Run 1, close-up of the layout:
Region (73, 73) to (98, 98) microns. Cells in gray, sequential cells in the stronger gray; small squares are vias.
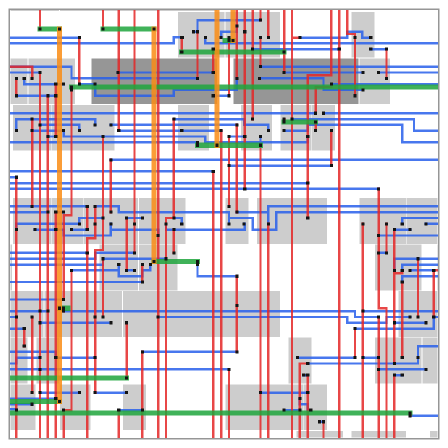
Run 1, placement by cell class:
Scale: 2 px per micron. Fill, decap, tap and diode cells in gray.
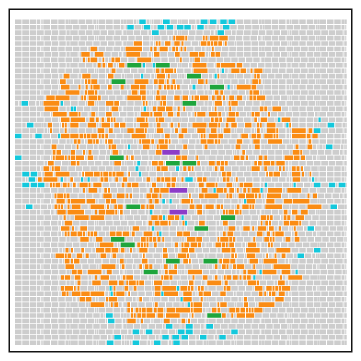
Run 1, local utilization:
Scale: 1.5 px per micron. The die is cut into 17 by 17 equal tiles; black is low, pale yellow is high, 0 to 100% covered.
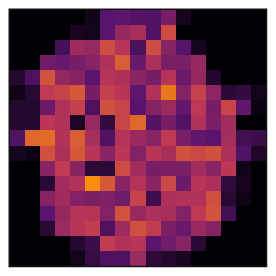
File: config.mk
export PLATFORM = sky130hd
export DESIGN_NAME = ternary_alu
export DESIGN_NICKNAME = d
export VERILOG_FILES = /design/src/rtl/ternary_alu.sv
export SDC_FILE = /design/constraint.sdc
export NUM_CORES = 1
export LEC_CHECK = 0
export ABC_AREA = 0
export CORE_MARGIN = 2
export CORE_UTILIZATION = 25
export CTS_CLUSTER_SIZE = 40
export DETAILED_ROUTE_END_ITERATION = 7
export GPL_TIMING_DRIVEN = 0
export PLACE_DENSITY = 0.46
export SYNTH_ARGS = -nofsm -noshare
export SYNTH_HDL_FRONTEND = slang
export SYNTH_SLANG_ARGS = --single-unit
File: constraint.sdc
create_clock -name clock -period 40.8 [get_ports clock]
set_clock_uncertainty 0.2 [all_clocks]
set_input_delay 8.16 -clock clock [delete_from_list [all_inputs] [get_ports clock]]
set_output_delay 8.16 -clock clock [all_outputs]
set_load 0.05 [all_outputs]
File: src/rtl/ternary_alu.sv
// Balanced-ternary ALU: 2 bits per trit (11=-1, 00=0, 01=+1), one-cycle registered result.
// Define TERNARY_ALU_SHIFT_EN to build the SRI/SLI trit shifter; otherwise those opcodes yield zero.
module ternary_alu #(
    parameter int WORD_SIZE = 9
) (
    input  logic                   clock,
    input  logic                   reset,
    input  logic                   alu_enable,
    input  logic [5:0]             opcode,
    input  logic [2*WORD_SIZE-1:0] input1,
    input  logic [2*WORD_SIZE-1:0] input2,
    output logic [2*WORD_SIZE-1:0] alu_out
);
    localparam int W = 2 * WORD_SIZE;

    localparam logic [5:0] OP_MV   = 6'b000000;
    localparam logic [5:0] OP_NOT  = 6'b000011;
    localparam logic [5:0] OP_AND  = 6'b000101;
    localparam logic [5:0] OP_OR   = 6'b000111;
    localparam logic [5:0] OP_XOR  = 6'b001100;
    localparam logic [5:0] OP_ADD  = 6'b001101;
    localparam logic [5:0] OP_SUB  = 6'b001111;
    localparam logic [5:0] OP_EQ   = 6'b010011;
    localparam logic [5:0] OP_ANDI = 6'b010100;
    localparam logic [5:0] OP_ADDI = 6'b010101;
    localparam logic [5:0] OP_SRI  = 6'b010111;
    localparam logic [5:0] OP_SLI  = 6'b011100;
    localparam logic [5:0] OP_LT   = 6'b011111;

    localparam logic [W-1:0] WORD_ONE = {{(W-2){1'b0}}, 2'b01};

    typedef logic signed [2:0] tval_t;

    function automatic tval_t trit_val(input logic [1:0] t);
        case (t)
            2'b01:   return 3'sd1;
            2'b11:   return -3'sd1;
            default: return 3'sd0;
        endcase
    endfunction

    function automatic logic [1:0] trit_enc(input tval_t v);
        if (v > 3'sd0)      return 2'b01;
        else if (v < 3'sd0) return 2'b11;
        else                return 2'b00;
    endfunction

    // The unused code 2'b10 is folded to zero here so no later stage can emit it.
    function automatic logic [W-1:0] norm_word(input logic [W-1:0] w);
        logic [W-1:0] r;
        for (int i = 0; i < WORD_SIZE; i++) r[2*i +: 2] = trit_enc(trit_val(w[2*i +: 2]));
        return r;
    endfunction

    function automatic logic [W-1:0] neg_word(input logic [W-1:0] a);
        logic [W-1:0] r;
        for (int i = 0; i < WORD_SIZE; i++) r[2*i +: 2] = trit_enc(-trit_val(a[2*i +: 2]));
        return r;
    endfunction

    // mode 0: min, 1: max, 2: carry-free sum
    function automatic logic [W-1:0] trit_logic(input logic [W-1:0] a, input logic [W-1:0] b,
                                                input logic [1:0] mode);
        logic [W-1:0] r;
        tval_t ta, tb, s;
        for (int i = 0; i < WORD_SIZE; i++) begin
            ta = trit_val(a[2*i +: 2]);
            tb = trit_val(b[2*i +: 2]);
            case (mode)
                2'd0:    s = (ta < tb) ? ta : tb;
                2'd1:    s = (ta > tb) ? ta : tb;
                default: begin
                    s = ta + tb;
                    if (s > 3'sd1)       s = s - 3'sd3;
                    else if (s < -3'sd1) s = s + 3'sd3;
                end
            endcase
            r[2*i +: 2] = trit_enc(s);
        end
        return r;
    endfunction

    // Ripple add; the carry out of the top trit is dropped, giving wrap modulo 3^WORD_SIZE.
    function automatic logic [W-1:0] add_words(input logic [W-1:0] a, input logic [W-1:0] b);
        logic [W-1:0] r;
        tval_t c, s;
        c = 3'sd0;
        for (int i = 0; i < WORD_SIZE; i++) begin
            s = trit_val(a[2*i +: 2]) + trit_val(b[2*i +: 2]) + c;
            if (s > 3'sd1) begin
                s = s - 3'sd3;
                c = 3'sd1;
            end else if (s < -3'sd1) begin
                s = s + 3'sd3;
                c = -3'sd1;
            end else begin
                c = 3'sd0;
            end
            r[2*i +: 2] = trit_enc(s);
        end
        return r;
    endfunction

    // The most significant differing trit decides the signed order.
    function automatic logic less_than(input logic [W-1:0] a, input logic [W-1:0] b);
        logic lt;
        tval_t ta, tb;
        lt = 1'b0;
        for (int i = 0; i < WORD_SIZE; i++) begin
            ta = trit_val(a[2*i +: 2]);
            tb = trit_val(b[2*i +: 2]);
            if (ta != tb) lt = (ta < tb);
        end
        return lt;
    endfunction

`ifdef TERNARY_ALU_SHIFT_EN
    function automatic logic [W-1:0] shift_word(input logic [W-1:0] a, input logic [W-1:0] b,
                                                input logic left);
        int n;
        n = 0;
        for (int i = WORD_SIZE - 1; i >= 0; i--) n = n * 3 + int'(trit_val(b[2*i +: 2]));
        if (n <= 0)         return a;
        if (n >= WORD_SIZE) return '0;
        return left ? (a << (2 * n)) : (a >> (2 * n));
    endfunction
`endif

    logic [W-1:0] a_n, b_n, result;
    logic [W-1:0] alu_out_d, alu_out_q;
    logic [5:0]   op_n;

    always_comb begin
        a_n  = norm_word(input1);
        b_n  = norm_word(input2);
        op_n = {trit_enc(trit_val(opcode[5:4])), trit_enc(trit_val(opcode[3:2])),
                trit_enc(trit_val(opcode[1:0]))};
    end

    always_comb begin
        result = '0;
        case (op_n)
            OP_MV:           result = a_n;
            OP_NOT:          result = neg_word(a_n);
            OP_AND, OP_ANDI: result = trit_logic(a_n, b_n, 2'd0);
            OP_OR:           result = trit_logic(a_n, b_n, 2'd1);
            OP_XOR:          result = trit_logic(a_n, b_n, 2'd2);
            OP_ADD, OP_ADDI: result = add_words(a_n, b_n);
            OP_SUB:          result = add_words(a_n, neg_word(b_n));
            OP_EQ:           result = (a_n == b_n) ? WORD_ONE : '0;
            OP_LT:           result = less_than(a_n, b_n) ? WORD_ONE : '0;
`ifdef TERNARY_ALU_SHIFT_EN
            OP_SRI:          result = shift_word(a_n, b_n, 1'b0);
            OP_SLI:          result = shift_word(a_n, b_n, 1'b1);
`endif
            default:         result = '0;
        endcase
    end

    always_comb begin
        alu_out_d = alu_out_q;
        if (alu_enable) alu_out_d = result;
    end

    always_ff @(posedge clock) begin
        if (reset) alu_out_q <= '0;
        else       alu_out_q <= alu_out_d;
    end

    assign alu_out = alu_out_q;

endmodule

==> run_summary.xml, run 1 <==
<?xml version="1.0" encoding="UTF-8"?>
<metrics>
  <group name="synth">
    <metric name="xors_xnors_by_area" unit="">0.0515</metric>
    <metric name="yosysTopAreaCellShare" unit="">0.204</metric>
    <metric name="synth_stat.cells" unit="">881</metric>
    <metric name="synth.largest_area_cell" unit="">ha_1</metric>
    <metric name="netlist_area" unit="sq um">6930</metric>
    <metric name="postSynthRegisterBits" unit="">18</metric>
    <metric name="ys_area" unit="sq um">6930</metric>
    <metric name="ys_sh_aoi" unit="">0.253</metric>
    <metric name="postSynthAreaPerCell" unit="sq um">7.86</metric>
    <metric name="synth_adder_area_share" unit="">0.331</metric>
    <metric name="async_flop_share" unit="">0</metric>
    <metric name="fp_nets" unit="">1083</metric>
    <metric name="cells_after_synthesis" unit="">881</metric>
    <metric name="synth_cell_type_count" unit="">73</metric>
    <metric name="yosys_warnings" unit="">0</metric>
    <metric name="simple_gate_area_frac" unit="">0.189</metric>
    <metric name="synth_sequential_area_ratio" unit="">0.0520</metric>
    <metric name="post-synth-top-count-cell" unit="">ha_1</metric>
    <metric name="logic_family" unit="">adder cells</metric>
    <metric name="leading_cell_types_by_total_area_after_synthesis" unit="">ha_1, fa_1, dfxtp_1, inv_1, a21oi_1</metric>
    <metric name="synthTopCellsByCount" unit="">ha_1, inv_1, nand2_1</metric>
    <metric name="mux_area_frac" unit="">0.0444</metric>
    <metric name="flop_cell" unit="">dfxtp_1</metric>
    <metric name="synth-edff-count" unit="">0</metric>
  </group>
  <group name="clock_tree">
    <metric name="tritoncts_num_sinks" unit="">18</metric>
    <metric name="clock_root_cell" unit="">clkbuf_16</metric>
    <metric name="hold_buffers" unit="">0</metric>
    <metric name="cts_tree" unit="">yes</metric>
    <metric name="clock_slew_seen_by_the_registers_of_the_worst_setup_and_hold_paths" unit="ns">0.06</metric>
    <metric name="cts_buffer_depth" unit="">2</metric>
    <metric name="maximum_level_of_the_cts_h_tree" unit="">1</metric>
    <metric name="worst_skew_pair.late_latency" unit="ns">0.26</metric>
    <metric name="numCtsBuffers" unit="">3</metric>
    <metric name="post-cts-setup-buffer-count" unit="">0</metric>
    <metric name="ctsResizeCount" unit="">0</metric>
  </group>
  <group name="drt">
    <metric name="detailroute.wirelength.met3" unit="microns">593</metric>
    <metric name="wirelength_met1" unit="microns">11000</metric>
    <metric name="via_count" unit="">6488</metric>
    <metric name="drt_pass1_iterations" unit="">5</metric>
    <metric name="top_layer" unit="">met4</metric>
    <metric name="post-route-drc-count" unit="">0</metric>
    <metric name="wl" unit="microns">22300</metric>
    <metric name="wl_per_cell" unit="microns">16.9</metric>
    <metric name="vias_per_cell" unit="">4.93</metric>
    <metric name="detailedRoute.firstIterationViolations" unit="">311</metric>
    <metric name="antenna_left" unit="">0</metric>
    <metric name="detailroute.wirelength.met2" unit="microns">10400</metric>
  </group>
  <group name="worst_setup_path">
    <metric name="critical-path-top-delay-family" unit="">adder cells</metric>
    <metric name="r2r_setup_slack" unit="ns">39.24</metric>
    <metric name="crit_buf_inv" unit="">6</metric>
    <metric name="setup.worst_path.class" unit="">in -&gt; reg</metric>
    <metric name="reg2reg_from" unit="">alu_out[2]</metric>
    <metric name="critPathRequiredTime" unit="ns">40.74</metric>
    <metric name="crit_path_frequent_cell" unit="">ha_1</metric>
    <metric name="regToRegEndpoint" unit="">alu_out[2]</metric>
    <metric name="crit_fanout" unit="">9</metric>
    <metric name="worstSetupEndpointType" unit="">register</metric>
    <metric name="worst_ep_arrival_time" unit="ns">22.77</metric>
    <metric name="worst_reg2reg_path_length_in_cells" unit="">5</metric>
    <metric name="crit_path_start_kind" unit="">input port</metric>
    <metric name="cpMaxStageDelayCell" unit="">clkdlybuf4s50_1</metric>
    <metric name="delay_contributed_by_the_slowest_stage_of_the_critical_path" unit="ns">0.63</metric>
  </group>
  <group name="grt">
    <metric name="grt_use_total" unit="">0.153</metric>
    <metric name="grt_max_degree" unit="">11</metric>
    <metric name="use_met2" unit="">0.254</metric>
    <metric name="grt.busiest_layer" unit="">met2</metric>
    <metric name="vias_in_the_first_global_route" unit="">6111</metric>
    <metric name="initial_antenna_violation_count" unit="">1</metric>
    <metric name="met3_usage" unit="">0.00814</metric>
    <metric name="grt.met1_usage" unit="">0.217</metric>
    <metric name="gr-total-overflow" unit="">0</metric>
    <metric name="grt_first_pass_wirelength" unit="microns">34500</metric>
  </group>
  <group name="run">
    <metric name="drv_cap" unit="">0</metric>
    <metric name="warnings" unit="">83</metric>
  </group>
  <group name="floorplanning">
    <metric name="rows" unit="">60</metric>
    <metric name="chipArea" unit="sq um">29100</metric>
    <metric name="width_of_the_chip" unit="microns">170</metric>
    <metric name="chipHeight" unit="microns">170</metric>
    <metric name="design.portCount" unit="">63</metric>
  </group>
  <group name="final_layout">
    <metric name="stdcell_area" unit="sq um">8070</metric>
    <metric name="largest_register_ffs" unit="">18</metric>
    <metric name="layout.nets" unit="">1147</metric>
    <metric name="post_route_cells_drive_above_1_share" unit="">0.0233</metric>
    <metric name="stdcell_count" unit="">1316</metric>
    <metric name="n_fill_cell" unit="">2915</metric>
    <metric name="area_delta_synth_final" unit="%">16.5</metric>
    <metric name="layout_top_cells" unit="">ha_1, inv_1, nand2_1</metric>
    <metric name="final_layout_top_logic_cell" unit="">ha_1</metric>
  </group>
  <group name="min_path">
    <metric name="hold_depth" unit="">1</metric>
    <metric name="min_to" unit="">alu_out[13]</metric>
    <metric name="worst_hold_startpoint" unit="">alu_out[13]</metric>
    <metric name="worst_hold_path_type" unit="">reg -&gt; reg</metric>
  </group>
  <group name="status">
    <metric name="run_status" unit="">completed</metric>
  </group>
  <group name="placement">
    <metric name="placement_cell_area" unit="sq um">7990</metric>
    <metric name="place_hpwl" unit="microns">17900</metric>
    <metric name="post_placement_cell_count" unit="">1312</metric>
    <metric name="post-place-ws" unit="ns">17.68</metric>
    <metric name="place_congestion" unit="">0.834</metric>
    <metric name="portBuffers" unit="">58</metric>
  </group>
  <group name="sta">
    <metric name="timing.max_slew.rel_slack" unit="">0.225</metric>
    <metric name="setup_viol" unit="">0</metric>
    <metric name="period_used_share" unit="">0.560</metric>
    <metric name="hold_violations" unit="">0</metric>
    <metric name="tightestPinTransition" unit="ns">1.16</metric>
    <metric name="report.final.slew_viol_count" unit="">0</metric>
    <metric name="setup_tns" unit="ns">0</metric>
    <metric name="grt_setup_unrepaired" unit="">no</metric>
    <metric name="maxClockFrequency" unit="MHz">43.8</metric>
    <metric name="final.setup.worst_slack" unit="ns">17.97</metric>
    <metric name="fin_hold_ws" unit="ns">0.312</metric>
    <metric name="min_period" unit="ns">22.83</metric>
  </group>
</metrics>
-- 'close-up of the layout' (at the start) --
legend:
  orange:
    layer: M4
  green:
    layer: M3
  blue:
    layer: M1
  red:
    layer: M2
sequential cells in the window: 2
netlist names of flops here include: alu_out (2)
most frequent: nor2b_1 (4), o21bai_1 (3)
cells with their middle in the window: 36

-- 'placement by cell class' (at the start) --
legend:
  green:
    class: sequential cells
    cells: 18
    share_of_their_area: 4.7%
  orange:
    class: remaining logic cells
    cells: 817
    share_of_their_area: 84%
  cyan:
    class: remaining buffers and delay cells
    cells: 105
    share_of_their_area: 10%
  purple:
    class: clock-net drivers
    cells: 3
    share_of_their_area: 0.99%

-- 'local utilization' (at the start) --
nearly empty tiles: 25%
mean over tiles: 26%
emptiest ninth of the die: top right
fullest tile: 75%
fraction of the core area occupied by cells at floorplan: 0.256
area of the core: 27100 sq um
share of the core filled with cells in the final layout: 0.298

run 1: worst max path at each step:
stage                   start           to  slack (ns)  depth (start not counted)
floorplan           input1[0]  alu_out[16]       19.45                         49
global placement    input2[0]  alu_out[16]       17.71                         52
detailed placement  input2[0]  alu_out[16]       17.68                         52
CTS                 input2[0]  alu_out[16]       17.89                         53
global route        input2[0]  alu_out[16]       16.72                         52
finish              input2[0]  alu_out[16]       17.97                         52
run 1: layout make-up:
class	count	area (sq um)	area share
inverter	98	368	0.0456
sequential	18	360	0.0447
multi-input combinational	719	6020	0.747
buffer	46	179	0.0222
clock buffer	3	75.1	0.00931
antenna	1	2.50	0.000310
tap	372	465	0.0577
timing repair buffer	59	592	0.0734
Run 1, clock network drawn from the DEF:
Scale: 3 px per micron.
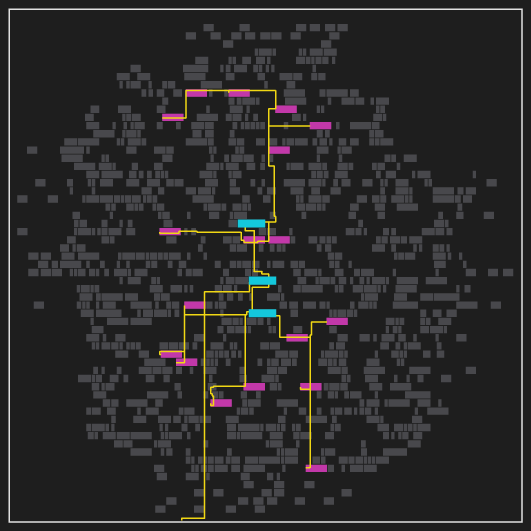

==> inputs of run 2 (changes only) <==
PLACE_DENSITY = 0.48   (was 0.46)
clock period = 18.6 ns   (was 40.8 ns; I/O delays follow)
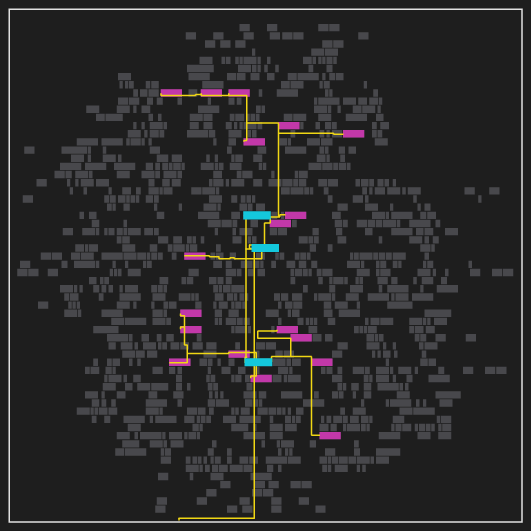
Run 2: clock network drawn from the DEF
Scale: 3 px per micron.
legend:
  magenta:
    item: flip-flops
    count: 18
  cyan:
    item: clock-net drivers
    count: 3
  yellow:
    item: clock wires
    length: 477 microns
routed clock nets: 4
insertion delay at the late pin of the worst-skew pair: 0.26 ns

==> run 2 against run 1 <==
Net effect: cell count rose by 0.15%; count of clock-buffer cells in the layout unchanged; global-route usage fell by 0.16 points; via count increased by 2.0%; synthesized cell count unchanged; wire length decreased by 0.95%; synthesized area unchanged; cell area rose by 0.70%; hold slack got worse by 0.0046 ns.
==> run_summary.xml, run 2 <==
<?xml version="1.0" encoding="UTF-8"?>
<metrics>
  <group name="synth">
    <metric name="ys_sh_aoi" unit="">0.253</metric>
    <metric name="cells_after_synthesis" unit="">881</metric>
    <metric name="synth.largest_area_cell" unit="">ha_1</metric>
    <metric name="yosys_warnings" unit="">0</metric>
    <metric name="simple_gate_area_frac" unit="">0.189</metric>
    <metric name="postSynthAreaPerCell" unit="sq um">7.86</metric>
    <metric name="logic_family" unit="">adder cells</metric>
    <metric name="flop_cell" unit="">dfxtp_1</metric>
    <metric name="netlist_area" unit="sq um">6930</metric>
    <metric name="fp_nets" unit="">1083</metric>
    <metric name="postSynthRegisterBits" unit="">18</metric>
    <metric name="ys_area" unit="sq um">6930</metric>
    <metric name="synth_stat.cells" unit="">881</metric>
    <metric name="synth_adder_area_share" unit="">0.331</metric>
    <metric name="synth_sequential_area_ratio" unit="">0.0520</metric>
    <metric name="post-synth-top-count-cell" unit="">ha_1</metric>
    <metric name="synth_cell_type_count" unit="">73</metric>
    <metric name="xors_xnors_by_area" unit="">0.0515</metric>
    <metric name="synthTopCellsByCount" unit="">ha_1, inv_1, nand2_1</metric>
    <metric name="synth-edff-count" unit="">0</metric>
    <metric name="leading_cell_types_by_total_area_after_synthesis" unit="">ha_1, fa_1, dfxtp_1, inv_1, a21oi_1</metric>
    <metric name="mux_area_frac" unit="">0.0444</metric>
    <metric name="yosysTopAreaCellShare" unit="">0.204</metric>
    <metric name="async_flop_share" unit="">0</metric>
  </group>
  <group name="placement">
    <metric name="post-place-ws" unit="ns">-0.208</metric>
    <metric name="place_hpwl" unit="microns">17700</metric>
    <metric name="placement_cell_area" unit="sq um">7990</metric>
    <metric name="portBuffers" unit="">58</metric>
    <metric name="post_placement_cell_count" unit="">1312</metric>
    <metric name="place_congestion" unit="">0.864</metric>
  </group>
  <group name="final_layout">
    <metric name="final_layout_top_logic_cell" unit="">ha_1</metric>
    <metric name="stdcell_count" unit="">1318</metric>
    <metric name="area_delta_synth_final" unit="%">17.3</metric>
    <metric name="final_core_util" unit="">0.300</metric>
    <metric name="n_fill_cell" unit="">2930</metric>
    <metric name="layout_top_cells" unit="">ha_1, inv_1, nand2_1</metric>
    <metric name="largest_register_ffs" unit="">18</metric>
    <metric name="num_antenna_cells" unit="">0</metric>
    <metric name="layout.nets" unit="">1150</metric>
    <metric name="stdcell_area" unit="sq um">8120</metric>
    <metric name="post_route_cells_drive_above_1_share" unit="">0.0338</metric>
  </group>
  <group name="floorplanning">
    <metric name="width_of_the_chip" unit="microns">170</metric>
    <metric name="chipHeight" unit="microns">170</metric>
    <metric name="chipArea" unit="sq um">29100</metric>
    <metric name="initial_utilization" unit="">0.256</metric>
    <metric name="design.portCount" unit="">63</metric>
    <metric name="rows" unit="">60</metric>
    <metric name="coreArea" unit="sq um">27100</metric>
  </group>
  <group name="grt">
    <metric name="use_met2" unit="">0.258</metric>
    <metric name="grt_max_degree" unit="">11</metric>
    <metric name="grt_first_pass_wirelength" unit="microns">34100</metric>
    <metric name="grt_use_total" unit="">0.151</metric>
    <metric name="gr-total-overflow" unit="">0</metric>
    <metric name="grt.met1_usage" unit="">0.213</metric>
    <metric name="initial_antenna_violation_count" unit="">0</metric>
    <metric name="vias_in_the_first_global_route" unit="">6095</metric>
    <metric name="met3_usage" unit="">0.00628</metric>
    <metric name="grt.busiest_layer" unit="">met2</metric>
  </group>
  <group name="sta">
    <metric name="tightestPinTransition" unit="ns">1.18</metric>
    <metric name="fin_hold_ws" unit="ns">0.308</metric>
    <metric name="setup_viol" unit="">0</metric>
    <metric name="setup_tns" unit="ns">0</metric>
    <metric name="period_used_share" unit="">0.943</metric>
    <metric name="grt_setup_unrepaired" unit="">no</metric>
    <metric name="min_period" unit="ns">17.54</metric>
    <metric name="report.final.slew_viol_count" unit="">0</metric>
    <metric name="hold_violations" unit="">0</metric>
    <metric name="final.setup.worst_slack" unit="ns">1.06</metric>
    <metric name="maxClockFrequency" unit="MHz">57.0</metric>
    <metric name="timing.max_slew.rel_slack" unit="">0.210</metric>
  </group>
  <group name="drt">
    <metric name="via_count" unit="">6615</metric>
    <metric name="detailroute.wirelength.met2" unit="microns">10500</metric>
    <metric name="wl_per_cell" unit="microns">16.7</metric>
    <metric name="top_layer" unit="">met4</metric>
    <metric name="wirelength_met1" unit="microns">10600</metric>
    <metric name="vias_per_cell" unit="">5.02</metric>
    <metric name="post-route-drc-count" unit="">0</metric>
    <metric name="detailroute.wirelength.met3" unit="microns">754</metric>
    <metric name="detailedRoute.firstIterationViolations" unit="">452</metric>
    <metric name="antenna_left" unit="">0</metric>
    <metric name="drt_pass1_iterations" unit="">5</metric>
    <metric name="wl" unit="microns">22100</metric>
  </group>
  <group name="worst_setup_path">
    <metric name="critPathRequiredTime" unit="ns">18.58</metric>
    <metric name="critical-path-top-delay-family" unit="">adder cells</metric>
    <metric name="delay_contributed_by_the_slowest_stage_of_the_critical_path" unit="ns">0.62</metric>
    <metric name="r2r_setup_slack" unit="ns">17.05</metric>
    <metric name="worst_ep_arrival_time" unit="ns">17.52</metric>
    <metric name="crit_buf_inv" unit="">5</metric>
    <metric name="crit_path_start_kind" unit="">input port</metric>
    <metric name="crit_fanout" unit="">8</metric>
    <metric name="worstSetupEndpointType" unit="">register</metric>
    <metric name="setup.worst_path.class" unit="">in -&gt; reg</metric>
    <metric name="cpMaxStageDelayCell" unit="">fa_1</metric>
  </group>
  <group name="clock_tree">
    <metric name="cts_tree" unit="">yes</metric>
    <metric name="clock_root_cell" unit="">clkbuf_16</metric>
    <metric name="cts_buffer_depth" unit="">2</metric>
    <metric name="hold_buffers" unit="">0</metric>
    <metric name="numCtsBuffers" unit="">3</metric>
    <metric name="post-cts-setup-buffer-count" unit="">0</metric>
    <metric name="tritoncts_num_sinks" unit="">18</metric>
    <metric name="maximum_level_of_the_cts_h_tree" unit="">1</metric>
    <metric name="clock_slew_seen_by_the_registers_of_the_worst_setup_and_hold_paths" unit="ns">0.06</metric>
    <metric name="ctsResizeCount" unit="">0</metric>
  </group>
  <group name="status">
    <metric name="run_status" unit="">completed</metric>
  </group>
  <group name="min_path">
    <metric name="worst_hold_path_type" unit="">reg -&gt; reg</metric>
  </group>
  <group name="run">
    <metric name="warnings" unit="">83</metric>
    <metric name="drv_cap" unit="">0</metric>
  </group>
</metrics>
## run 2: cell counts after synthesis
No cell type changed its count.
## run 2: area by class of cell
cell class                 instances  area [sq um]  area share
buffer                            46           179      0.0220
clock buffer                       3          75.1     0.00924
inverter                          98           368      0.0453
multi-input combinational        719          6060       0.746
sequential                        18           360      0.0444
tap                              372           465      0.0573
timing repair buffer              62           617      0.0759
## run 2: worst paths after layout
| check | start | end | depth (start not counted) |
|---|---|---|---|
| max | input1[1] | alu_out[17] | 50 |
| max reg2reg | alu_out[2] | alu_out[2] | 5 |
| min | alu_out[17] | alu_out[17] | 2 |
| min reg2reg | alu_out[17] | alu_out[17] | 2 |
==> inputs of run 3 (changes only) <==
ABC_CLOCK_PERIOD_IN_PS = 18600   (was default)
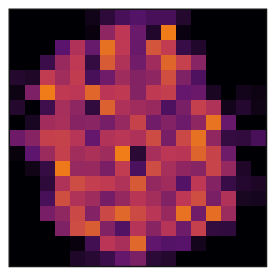
Run 3: local utilization
Scale: 1.5 px per micron. The die is cut into 17 by 17 equal tiles; black is low, pale yellow is high, 0 to 100% covered.
fullest tile: 71%
emptiest ninth of the die: top right
mean over tiles: 26%
nearly empty tiles: 27%

==> run 3 against run 2 <==
Net effect: maximum frequency unchanged; non-clock buffer count unchanged; via count unchanged; sequential share of layout area is the same; critical path depth did not move; core utilization unchanged; largest cell class unchanged; die area is the same.
==> run_summary.xml, run 3 <==
<?xml version="1.0" encoding="UTF-8"?>
<metrics>
  <group name="grt">
    <metric name="grt_max_degree" unit="">11</metric>
    <metric name="gr-total-overflow" unit="">0</metric>
    <metric name="grt_first_pass_wirelength" unit="microns">34100</metric>
    <metric name="met3_usage" unit="">0.00628</metric>
    <metric name="grt_use_total" unit="">0.151</metric>
    <metric name="vias_in_the_first_global_route" unit="">6095</metric>
    <metric name="grt.met1_usage" unit="">0.213</metric>
    <metric name="use_met2" unit="">0.258</metric>
    <metric name="initial_antenna_violation_count" unit="">0</metric>
    <metric name="grt.busiest_layer" unit="">met2</metric>
  </group>
  <group name="synth">
    <metric name="leading_cell_types_by_total_area_after_synthesis" unit="">ha_1, fa_1, dfxtp_1, inv_1, a21oi_1</metric>
    <metric name="synth.largest_area_cell" unit="">ha_1</metric>
    <metric name="netlist_area" unit="sq um">6930</metric>
    <metric name="synth_cell_type_count" unit="">73</metric>
    <metric name="post-synth-top-count-cell" unit="">ha_1</metric>
    <metric name="synth-edff-count" unit="">0</metric>
    <metric name="flop_cell" unit="">dfxtp_1</metric>
    <metric name="synth_stat.cells" unit="">881</metric>
    <metric name="fp_nets" unit="">1083</metric>
    <metric name="postSynthAreaPerCell" unit="sq um">7.86</metric>
    <metric name="async_flop_share" unit="">0</metric>
    <metric name="yosys_warnings" unit="">0</metric>
    <metric name="cells_after_synthesis" unit="">881</metric>
    <metric name="ys_area" unit="sq um">6930</metric>
    <metric name="synth_sequential_area_ratio" unit="">0.0520</metric>
    <metric name="postSynthRegisterBits" unit="">18</metric>
    <metric name="synthTopCellsByCount" unit="">ha_1, inv_1, nand2_1</metric>
    <metric name="yosysTopAreaCellShare" unit="">0.204</metric>
  </group>
  <group name="status">
    <metric name="run_status" unit="">completed</metric>
  </group>
  <group name="clock_tree">
    <metric name="clock_root_cell" unit="">clkbuf_16</metric>
    <metric name="post-cts-setup-buffer-count" unit="">0</metric>
    <metric name="ctsResizeCount" unit="">0</metric>
    <metric name="numCtsBuffers" unit="">3</metric>
    <metric name="clock_slew_seen_by_the_registers_of_the_worst_setup_and_hold_paths" unit="ns">0.06</metric>
    <metric name="maximum_level_of_the_cts_h_tree" unit="">1</metric>
    <metric name="cts_buffer_depth" unit="">2</metric>
    <metric name="tritoncts_num_sinks" unit="">18</metric>
    <metric name="worst_skew_pair.late_latency" unit="ns">0.26</metric>
    <metric name="hold_buffers" unit="">0</metric>
    <metric name="cts_tree" unit="">yes</metric>
  </group>
  <group name="sta">
    <metric name="hold_violations" unit="">0</metric>
    <metric name="fin_hold_ws" unit="ns">0.308</metric>
    <metric name="report.final.slew_viol_count" unit="">0</metric>
    <metric name="grt_setup_unrepaired" unit="">no</metric>
    <metric name="period_used_share" unit="">0.943</metric>
    <metric name="final.setup.worst_slack" unit="ns">1.06</metric>
    <metric name="timing.max_slew.rel_slack" unit="">0.210</metric>
    <metric name="tightestPinTransition" unit="ns">1.18</metric>
    <metric name="setup_tns" unit="ns">0</metric>
    <metric name="min_period" unit="ns">17.54</metric>
    <metric name="setup_viol" unit="">0</metric>
    <metric name="maxClockFrequency" unit="MHz">57.0</metric>
  </group>
  <group name="final_layout">
    <metric name="area_delta_synth_final" unit="%">17.3</metric>
    <metric name="stdcell_count" unit="">1318</metric>
    <metric name="n_fill_cell" unit="">2930</metric>
    <metric name="layout_top_cells" unit="">ha_1, inv_1, nand2_1</metric>
    <metric name="num_antenna_cells" unit="">0</metric>
    <metric name="largest_register_ffs" unit="">18</metric>
    <metric name="final_core_util" unit="">0.300</metric>
    <metric name="post_route_cells_drive_above_1_share" unit="">0.0338</metric>
    <metric name="final_layout_top_logic_cell" unit="">ha_1</metric>
    <metric name="layout.nets" unit="">1150</metric>
    <metric name="stdcell_area" unit="sq um">8120</metric>
  </group>
  <group name="drt">
    <metric name="antenna_left" unit="">0</metric>
    <metric name="detailroute.wirelength.met3" unit="microns">754</metric>
    <metric name="detailedRoute.firstIterationViolations" unit="">452</metric>
    <metric name="detailroute.wirelength.met2" unit="microns">10500</metric>
    <metric name="vias_per_cell" unit="">5.02</metric>
    <metric name="wl_per_cell" unit="microns">16.7</metric>
    <metric name="via_count" unit="">6615</metric>
    <metric name="wirelength_met1" unit="microns">10600</metric>
    <metric name="post-route-drc-count" unit="">0</metric>
    <metric name="wl" unit="microns">22100</metric>
    <metric name="top_layer" unit="">met4</metric>
    <metric name="drt_pass1_iterations" unit="">5</metric>
  </group>
  <group name="run">
    <metric name="drv_cap" unit="">0</metric>
    <metric name="warnings" unit="">83</metric>
  </group>
  <group name="worst_setup_path">
    <metric name="worstSetupEndpointType" unit="">register</metric>
    <metric name="crit_fanout" unit="">8</metric>
    <metric name="critical_path_depth" unit="">50</metric>
    <metric name="worst_reg2reg_path_length_in_cells" unit="">5</metric>
    <metric name="crit_buf_inv" unit="">5</metric>
    <metric name="setup.worst_path.class" unit="">in -&gt; reg</metric>
    <metric name="critical-path-top-delay-family" unit="">adder cells</metric>
    <metric name="regToRegEndpoint" unit="">alu_out[2]</metric>
    <metric name="worst_ep_arrival_time" unit="ns">17.52</metric>
    <metric name="cpMaxStageDelayCell" unit="">fa_1</metric>
    <metric name="crit_path_start_kind" unit="">input port</metric>
    <metric name="critPathRequiredTime" unit="ns">18.58</metric>
    <metric name="worstSetupStartpoint" unit="">input1[1]</metric>
    <metric name="r2r_setup_slack" unit="ns">17.05</metric>
    <metric name="delay_contributed_by_the_slowest_stage_of_the_critical_path" unit="ns">0.62</metric>
    <metric name="endpoint" unit="">alu_out[17]</metric>
    <metric name="reg2reg_from" unit="">alu_out[2]</metric>
  </group>
  <group name="floorplanning">
    <metric name="rows" unit="">60</metric>
    <metric name="width_of_the_chip" unit="microns">170</metric>
    <metric name="coreArea" unit="sq um">27100</metric>
    <metric name="chipArea" unit="sq um">29100</metric>
    <metric name="initial_utilization" unit="">0.256</metric>
    <metric name="design.portCount" unit="">63</metric>
    <metric name="chipHeight" unit="microns">170</metric>
  </group>
  <group name="placement">
    <metric name="post-place-ws" unit="ns">-0.208</metric>
    <metric name="post_placement_cell_count" unit="">1312</metric>
    <metric name="place_congestion" unit="">0.864</metric>
    <metric name="place_hpwl" unit="microns">17700</metric>
    <metric name="placement_cell_area" unit="sq um">7990</metric>
    <metric name="portBuffers" unit="">58</metric>
  </group>
  <group name="min_path">
    <metric name="hold_depth" unit="">2</metric>
    <metric name="min_to" unit="">alu_out[17]</metric>
    <metric name="worst_hold_path_type" unit="">reg -&gt; reg</metric>
    <metric name="worst_hold_startpoint" unit="">alu_out[17]</metric>
  </group>
</metrics>
[run 3: cell counts after synthesis]
Identical to the previous run, type by type.
[run 3: worst reg2reg max path: cells and delay by family, from the launching register on]
kind             cells  cell delay (ns)
AND/OR/NAND/NOR      2             0.22
flip-flops           1             0.33
AND-OR/OR-AND        3             0.70
[run 3: layout make-up]
cell class,instances,area (sq um),share of cell area
multi-input combinational,719,6060,0.746
timing repair buffer,62,617,0.0759
tap,372,465,0.0573
inverter,98,368,0.0453
sequential,18,360,0.0444
buffer,46,179,0.0220
clock buffer,3,75.1,0.00924
[run 3: cell families after synthesis]
kind of cell	count (synthesis)	share of synthesized area
buf+inv	144	0.0789
mux	30	0.0444
xor+xnor	29	0.0515
compound gates	258	0.253
fa+ha+maj	157	0.331
flops	18	0.0520
simple gates	245	0.189
